File: src/rtl/step_sequencer.sv
// step_sequencer: instruction-cycle timing generator for the control path.
// Walks the micro-step index T0..T(LAST_STEP) on `add` (feeds the one-hot
// step decoder) with run / halt / single-step control, memory-wait stalls,
// early instruction termination and a retired-instruction counter.
//
// Ports:
//   clk, rst     rising-edge clock, synchronous active-high reset
//   start        begin or resume execution (ignored in RUN / STEP_WAIT)
//   halt_req     halt at the next instruction boundary (latched)
//   stall        freeze the step index this cycle
//   seq_clr      current step is the last one of this instruction
//   single       pause in STEP_WAIT after each instruction
//   step_go      leave the single-step pause
//   add          current step index
//   running      registered (state == RUN)
//   halted       registered (state == HALTED)
//   instr_done   one-cycle pulse when an instruction retires
//   icount       retired-instruction count, wraps modulo 2^ICNT_W
module step_sequencer #(
    parameter int unsigned LAST_STEP = 8,
    parameter int unsigned ICNT_W    = 16
) (
    input  logic              clk,
    input  logic              rst,
    input  logic              start,
    input  logic              halt_req,
    input  logic              stall,
    input  logic              seq_clr,
    input  logic              single,
    input  logic              step_go,
    output logic [3:0]        add,
    output logic              running,
    output logic              halted,
    output logic              instr_done,
    output logic [ICNT_W-1:0] icount
);

    localparam int unsigned ADD_W = 4;

    typedef enum logic [1:0] {
        IDLE      = 2'd0,
        RUN       = 2'd1,
        STEP_WAIT = 2'd2,
        HALTED    = 2'd3
    } state_t;

    state_t state;
    logic   halt_pend;
    logic   boundary_c;
    logic   halt_now_c;

    // An unstalled RUN cycle on the last step (or early end) retires the instruction.
    assign boundary_c = (state == RUN) && !stall &&
                        ((add == ADD_W'(LAST_STEP)) || seq_clr);

    // A halt request in the boundary cycle itself is honoured without waiting.
    assign halt_now_c = halt_pend || halt_req;

    // Sequencer FSM with registered outputs.
    always_ff @(posedge clk) begin
        if (rst) begin
            state      <= IDLE;
            add        <= '0;
            running    <= 1'b0;
            halted     <= 1'b0;
            instr_done <= 1'b0;
            icount     <= '0;
            halt_pend  <= 1'b0;
        end else begin
            instr_done <= 1'b0;
            if (halt_req) begin
                halt_pend <= 1'b1;
            end

            case (state)
                IDLE: begin
                    add <= '0;
                    if (start) begin
                        state   <= RUN;
                        running <= 1'b1;
                    end
                end

                RUN: begin
                    if (boundary_c) begin
                        add        <= '0;
                        instr_done <= 1'b1;
                        icount     <= icount + ICNT_W'(1);
                        if (halt_now_c) begin
                            state     <= HALTED;
                            running   <= 1'b0;
                            halted    <= 1'b1;
                            halt_pend <= 1'b0;
                        end else if (single) begin
                            state   <= STEP_WAIT;
                            running <= 1'b0;
                        end
                    end else if (!stall) begin
                        add <= add + ADD_W'(1);
                    end
                end

                STEP_WAIT: begin
                    add <= '0;
                    if (halt_now_c) begin
                        state     <= HALTED;
                        halted    <= 1'b1;
                        halt_pend <= 1'b0;
                    end else if (step_go) begin
                        state   <= RUN;
                        running <= 1'b1;
                    end
                end

                HALTED: begin
                    add <= '0;
                    if (start) begin
                        state   <= RUN;
                        running <= 1'b1;
                        halted  <= 1'b0;
                    end
                end

                default: begin
                    state   <= IDLE;
                    add     <= '0;
                    running <= 1'b0;
                    halted  <= 1'b0;
                end
            endcase
        end
    end

endmodule
File: config.mk
export PLATFORM = sky130hd
export DESIGN_NAME = step_sequencer
export DESIGN_NICKNAME = d
export VERILOG_FILES = /design/src/rtl/step_sequencer.sv
export SDC_FILE = /design/constraint.sdc
export NUM_CORES = 1
export LEC_CHECK = 0
export CELL_PAD_IN_SITES_DETAIL_PLACEMENT = 2
export CELL_PAD_IN_SITES_GLOBAL_PLACEMENT = 2
export CORE_ASPECT_RATIO = 1.25
export CORE_MARGIN = 2
export CORE_UTILIZATION = 29
export CTS_BUF_LIST = sky130_fd_sc_hd__clkbuf_16
export CTS_CLUSTER_SIZE = 24
export DETAILED_ROUTE_END_ITERATION = 7
export HOLD_SLACK_MARGIN = 0.12
export PLACE_DENSITY = 0.89
export REMOVE_ABC_BUFFERS = 1
export SYNTH_ARGS = -nofsm -noshare
export SYNTH_HDL_FRONTEND = slang
export SYNTH_SLANG_ARGS = --single-unit
File: constraint.sdc
create_clock -name clk -period 2.4 [get_ports clk]
set_clock_uncertainty 0.05 [all_clocks]
set_input_delay 0.48 -clock clk [delete_from_list [all_inputs] [get_ports clk]]
set_output_delay 0.48 -clock clk [all_outputs]
set_load 0.02 [all_outputs]
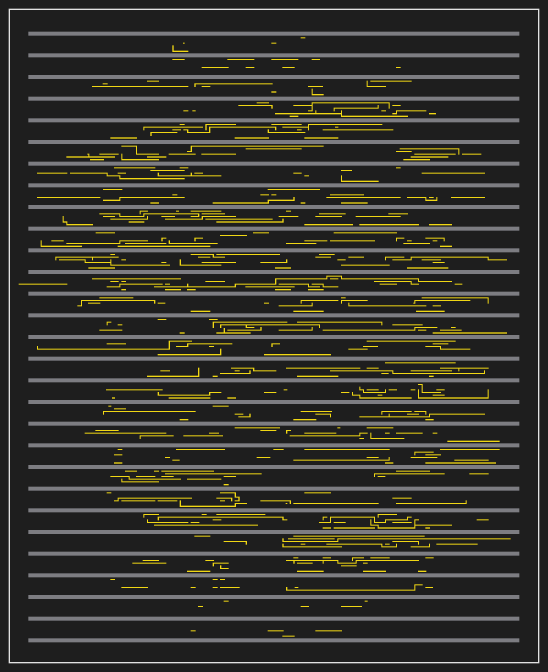
Figure 1: run 1, signal wires on met1.
Supply wires on this layer in gray.
- wire length on this layer: 1,670 um
- share of all routed wire: 42%

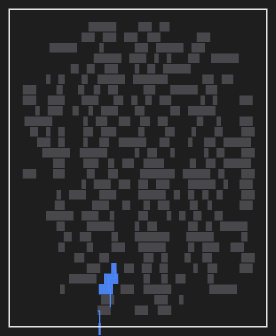
Figure 2: run 1, wires at chosen ports, followed through buffers.
- blue: `halt_req` (bits 1; direction input; end cells 3; buffers 1; wire 16.6 um)

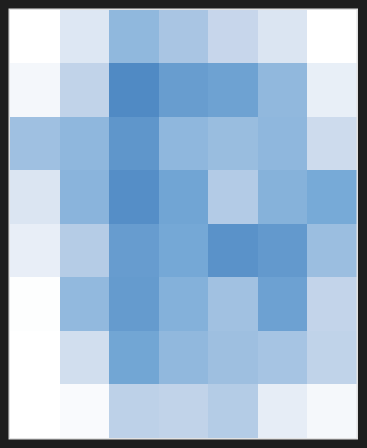
Figure 3: run 1, local utilization.
The die is cut into 7 by 8 equal tiles; white is low, dark blue is high, 0 to 100% covered.
- fullest tile: 63%
- emptiest ninth of the die: bottom left
- nearly empty tiles: 8.9%
Init Core Util: 0.2996
placeable core region: 4695 sq um
core occupancy in the finished layout: 0.4017

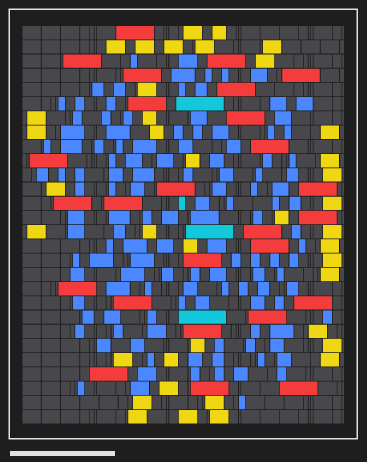
Figure 4: run 1, placement by cell class.
The bar under the picture is 20 um long. Fill, decap, tap and diode cells in gray.
- yellow: other buffers and delay cells (cells 39; share of their area 20%)
- cyan: clock drivers and dummy loads (cells 4; share of their area 4.4%)
- red: flip-flops (cells 26; share of their area 29%)
- blue: all other logic (cells 126; share of their area 47%)

run 1: final cells by class:
| class | count | area (sq um) | share of cell area |
|---|---|---|---|
| timing repair buffer | 39 | 367.9 | 0.1951 |
| tap | 60 | 75.07 | 0.03981 |
| inverter | 10 | 37.54 | 0.01991 |
| multi-input combinational | 116 | 805.8 | 0.4273 |
| clock buffer | 3 | 75.07 | 0.03981 |
| clock inverter | 1 | 3.754 | 0.001991 |
| sequential | 26 | 520.5 | 0.2760 |
run 1: worst min-delay path: cells and delay by family (launching register included):
kind / cells / cell delay, ns
flip-flops: 1 / 0.33
AND-OR/OR-AND: 2 / 0.11
run 1: synthesized netlist by cell type (4+ instances only):
master	n	area [sq um]
ha_1	8	100.1
dfxtp_1	26	520.5
o31ai_1	4	30.03
inv_1	10	37.54
or3_1	6	37.54
o21ai_0	8	40.04
a21oi_1	13	65.06
nand2_1	6	22.52
nand3_1	11	55.05
xnor2_1	4	35.03
a211oi_1	6	45.04
nor2_1	12	45.04
clkbuf_1	4	15.01
run 1: power groups by stage:
stage / combinational (mW) / sequential [mW] / clock (mW)
after floorplan: 0.276 / 0.541 / 0
after global placement: 0.469 / 0.523 / 0
after detailed placement: 0.490 / 0.525 / 0
after CTS: 0.496 / 0.516 / 0.398
after global routing: 0.546 / 0.522 / 0.418
final: 0.485 / 0.514 / 0.393
run 1: flip-flops by register name (all words and copies together) (netlist names):
| register | flops |
|---|---|
| halted | 1 |
| icount | 16 |
| state | 2 |
| running | 1 |
| halt_pend | 1 |
| instr_done | 1 |
| add | 4 |
run 1: worst paths after layout:
check / startpoint / to / slack (ns)
setup reg to reg: add[0] / halted / 0.33
setup / recovery: stall / halted / 0.20
hold / removal: icount[15] / icount[15] / 0.44
hold reg to reg: icount[15] / icount[15] / 0.44
==> reports/notes.md, run 1 <==
The number of iterations in the first detailed-routing pass is 4. Buffers inserted during clock tree synthesis total 3. Setup total negative slack on the finished layout was measured at 0 ns. For the I/O pin count, the log shows 31.

In the final report, the number of pins over their slew limit comes to 0. Listed in order, past its start point the critical path passes clkdlybuf4s50_1 > nand4bb_1 > buf_4 > a311oi_1 > a21oi_1 > a211oi_1. Slowest stage cell on the critical path: clkdlybuf4s50_1. The layout stage reports a final design area of 1886 sq um. The total global routing overflow came out at 0.

The flip-flop cell with the highest count after synthesis is dfxtp_1. After detailed routing, the total wire length is 4.027 mm. The tools report the global routing met1 resource utilization as 0.1847. Number of non-filler instances in the completed layout: 255. Among the non-sequential cells, simple AND/OR/NAND/NOR gates take the most area. The run finished with clean final reports.

For the number of maximum-capacitance constraint violations, the log shows 0. Leaving out fill and tap cells, the most frequent cell in the layout is clkdlybuf4s50_1. The number of antenna violations at the first check in global routing came out at 0.

The number of DRC violations after detailed routing is 0. STA classifies the critical path startpoint as an input pin. The run gives 0.02055 for the global routing usage on met3. The post-synthesis area per instance works out to 8.845 sq um. For the deepest clock path buffer count, the log shows 2. Buffers placed on the I/O ports in this run total 30. The count of filler cells inserted in the layout came out at 552. TritonCTS built the clock tree. Looking at the max-slew report, the worst-margin pin has a slew of 0.4175 ns. The first global-routing pass estimated 6.713 mm of wire.

Entering global routing, the biggest net connects 15 pins. Largest stage delay on the critical path: 0.45 ns. The instance area after placement was 1807 sq um; the number of gates given a new drive strength after cts was 0. The chip area line of the yosys report was 1406 sq um.

The number of global-route vias before repair came out at 1,400. Per the detail_route log, the uppermost layer with routed signals is met4. The combined buffer and inverter count along the critical path was 2; the synthesized-area fraction occupied by xor and xnor cells was 0.03737. The sum of routed wire segments on met1 is 1.672 mm. The cell count along the critical path works out to 6. The tools report the buffer cell driving the clock tree root as clkbuf_16. With the total met2 wirelength after detailed routing at 2.176 mm, the area of the chip is 5426 sq um. Counting distinct cell types in the post-synthesis netlist gives 42. The layout overhead on the synthesized area came out at 34.07%. In the Yosys report the total cell count is 159.

The report lists the number of standard-cell rows as 28. The adder and majority gate portion of the synthesized area works out to 0.07117.
==> run 2: changes to the inputs <==
- TNS_END_PERCENT: default -> 10
==> run 2 against run 1 <==
  * Design area unchanged
  * Global-route usage unchanged
  * Sequential share of layout area unchanged
  * Combinational power about the same
  * Largest cell class unchanged
  * Largest power group unchanged
==> reports/notes.md, run 2 <==
The run finished with clean final reports. The run gives 0 (unchanged) for the number of antenna violations at the first check in global routing. Setup repair after global routing left no endpoint under its margin.

The maximum VDD drop was 0.3177 mV (unchanged). The run gives 0 (unchanged) for the number of enable flip-flop cells. The final-report setup violation count is 0 (unchanged). The post-CTS setup buffer count was 0 (unchanged); the post-synthesis cell count was 159 (unchanged). The number of hold buffers added after CTS is 0 (unchanged).

With the total global routing overflow at 0 (unchanged), the largest net degree at the start of global routing is 15 (unchanged). The run gives 2.32 ns (about the same) for the arrival time reported for the critical path endpoint. Largest register by flop count: icount (unchanged). Biggest registers after layout: icount x16, add x4, state x2 (unchanged). The launch point of the worst reg-to-reg path is add[0] (unchanged). The total power is 1.392 mW (unchanged).

The area fraction of the dominant cell type after synthesis is 0.3701 (unchanged). Area of the chip: 5426 sq um (unchanged). The most numerous logic cell after layout is clkdlybuf4s50_1 (unchanged). Slowest stage cell on the critical path: clkdlybuf4s50_1 (unchanged).

The reg2reg setup slack is 0.33 ns (about the same). The layout overhead on the synthesized area was 34.07% (unchanged). The tools report the number of maximum-capacitance constraint violations as 0 (unchanged).

The number of global-route vias before repair was 1,400 (unchanged). The clock transition at the registers of the reported paths came out at 0.07 ns (about the same). The tools report the endpoint of the worst hold path as icount[15] (unchanged). The TritonCTS buffer count is 3 (unchanged), and the total length of routed wires is 4.027 mm (unchanged). The floorplan utilization was 0.2996 (unchanged). Top cells by area: dfxtp_1 37%, ha_1 7.1%, a21oi_1 4.6% (unchanged).

The largest stage delay on the critical path came out at 0.45 ns (about the same). The run gives 0 (unchanged) as the number of DRC violations after detailed routing. The category of the worst setup path launch point was an input pin (unchanged). With the count of pins over their slew limit at 0 (unchanged), the sum of net half-perimeters after detailed placement is 3.125 mm (unchanged). The flip-flop cell with the highest count after synthesis was dfxtp_1 (unchanged).

The run gives 255 (unchanged) for the number of non-filler instances in the completed layout. The core region area is 4695 sq um (unchanged). The most common cell in the synthesized netlist is dfxtp_1 (unchanged). The cell area after synthesis was 1406 sq um (unchanged); the combined buffer and inverter count along the critical path was 2 (unchanged). With the depth of the most critical reg-to-reg path at 7 (unchanged), the number of library cell types mapped by synthesis is 42 (unchanged). The post-synthesis area per instance is 8.845 sq um (unchanged), and the chip width is 66.29 um (unchanged). The maximum fanout along the worst path was 5 (unchanged). The number of flip-flops in the largest register is 16 (unchanged). The post-synthesis cell type with the largest combined area is dfxtp_1 (unchanged). Post-route core utilization: 0.4017 (unchanged).

The cell count listed in synth_stat.txt was 159 (unchanged); the antenna cell count was 0 (unchanged). The final count of hold timing violations is 0 (unchanged). Top Layout Cells: 30 x clkdlybuf4s50_1, 26 x dfxtp_1, 13 x a21oi_1, 12 x nor2_1, 11 x nand3_1 (unchanged). The tools report the detailed-route via count as 1,320 (unchanged).

The kind of end point of the critical path was a flip-flop (unchanged). The logs give 4 (unchanged) for the number of iterations in the first detailed-routing pass and 0.7208 (unchanged) for the max-slew headroom at the worst pin. Deepest clock path buffer count: 2 (unchanged). TritonCTS built the clock tree. The logs give 0 ns (unchanged) for the setup TNS and 1406 sq um (unchanged) for the chip area line of the yosys report.

The flip-flop and latch count after synthesis was 26 (unchanged); the violation count after the first detailed-route iteration was 41 (unchanged). The run gives 2.52 ns (about the same) as the critical path data required time. Number of gates given a new drive strength after cts: 0 (unchanged).

Worst-path cell chain: clkdlybuf4s50_1 > nand4bb_1 > buf_4 > a311oi_1 > a21oi_1 > a211oi_1 (unchanged). Synth cell count leaders: 26 x dfxtp_1, 13 x a21oi_1, 12 x nor2_1 (unchanged). For the clock network latency to the later pin of the worst-skew pair, the log shows 0.27 ns (about the same). The worst reg2reg path endpoint was halted (unchanged). The final weighted congestion in routability-driven placement is 0.7557 (unchanged).

The actual slew at the worst max-slew pin was 0.4175 ns (unchanged); the global-route wire length before repair was 6.713 mm (unchanged). The startpoint of the worst hold path is icount[15] (unchanged). The tools report the buffer cell driving the clock tree root as clkbuf_16 (unchanged).
[run 2: cell counts after synthesis]
Identical to the previous run, type by type.
[run 2: logic make-up after synthesis]
| family | after synthesis | share of synthesized area |
|---|---|---|
| and+or+nand+nor | 57 | 0.2447 |
| adders and majority gates | 8 | 0.07118 |
| xor gates and xnor gates | 6 | 0.03737 |
| AOI/OAI and AO/OA | 42 | 0.1966 |
| buffers and inverters | 17 | 0.05693 |
| DFF | 26 | 0.3701 |
| muxes | 3 | 0.02313 |
[run 2: how the worst max path moves through the flow]
stage	startpoint	end	cells past startpoint
floorplan	add[0]	icount[14]	6
global placement	stall	icount[14]	5
detailed placement	stall	halted	6
CTS	stall	halted	6
global route	stall	halted	6
finish	stall	halted	6
[run 2: power by group]
| part | switching (mW) | total [mW] | internal (mW) |
|---|---|---|---|
| Combinational | 0.262 | 0.485 | 0.223 |
| Sequential | 0.0388 | 0.514 | 0.475 |
| Clock | 0.169 | 0.393 | 0.224 |
| Total | 0.470 | 1.39 | 0.922 |
[run 2: stage by stage]
stage | setup WS, ns | instance area, sq um
floorplan | 0.4522 | 1364
global placement | 0.1310 | 1807
detailed placement | 0.05008 | 1807
CTS | 0.1979 | 1886
global route | 0.06919 | 1886
finish | 0.1995 | 1886
[run 2: metal layers]
layer / global-route usage / vias to the layer above / wire length (um)
li1: - / 650 / -
met1: 0.1847 / 646 / 1672
met2: 0.3010 / 19 / 2176
met3: 0.02055 / 5 / 97
met4: 0.07347 / 0 / 80
met5: 0 / - / 0
[run 2: final cells by class]
cell class	count	area [sq um]
Clock inverter	1	3.754
Sequential cell	26	520.5
Fill cell	552	2809
Clock buffer	3	75.07
Multi-Input combinational cell	116	805.8
Tap cell	60	75.07
Inverter	10	37.54
Timing Repair Buffer	39	367.9
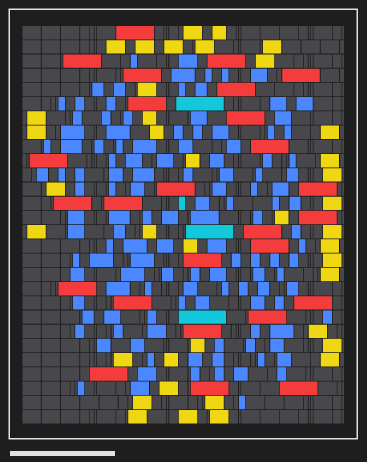
Figure 5: run 2, placement by cell class.
The bar under the picture is 20 um long. Fill, decap, tap and diode cells in gray.
- yellow: other buffers and delay cells (cells 39; share of their area 20%)
- red: flip-flops (cells 26; share of their area 29%)
- blue: all other logic (cells 126; share of their area 47%)
- cyan: clock drivers and dummy loads (cells 4; share of their area 4.4%)
cell area after layout: 1886 sq um
fraction of area in registers: 0.2760
Rows: 28

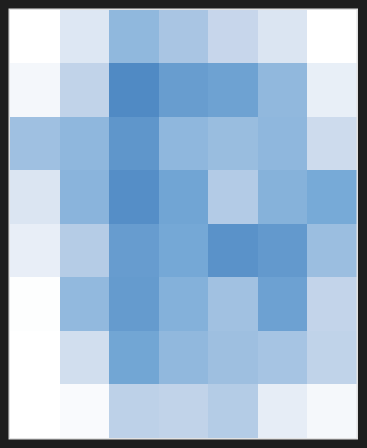
Figure 6: run 2, local utilization.
The die is cut into 7 by 8 equal tiles; white is low, dark blue is high, 0 to 100% covered.
- densest ninth of the die: middle
- emptiest ninth of the die: bottom left
- nearly empty tiles: 8.9%
- fullest tile: 63%
- mean over tiles: 33%

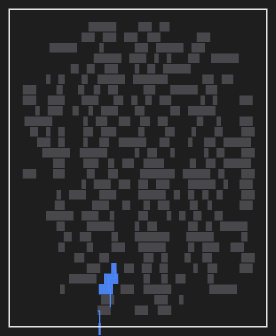
Figure 7: run 2, wires at chosen ports, followed through buffers.
- blue: `halt_req` (bits 1; direction input; end cells 3; buffers 1; wire 16.6 um)
Port Buf Inserts: 30
I/O pin count: 31

Power and IR drop assume default switching activity.
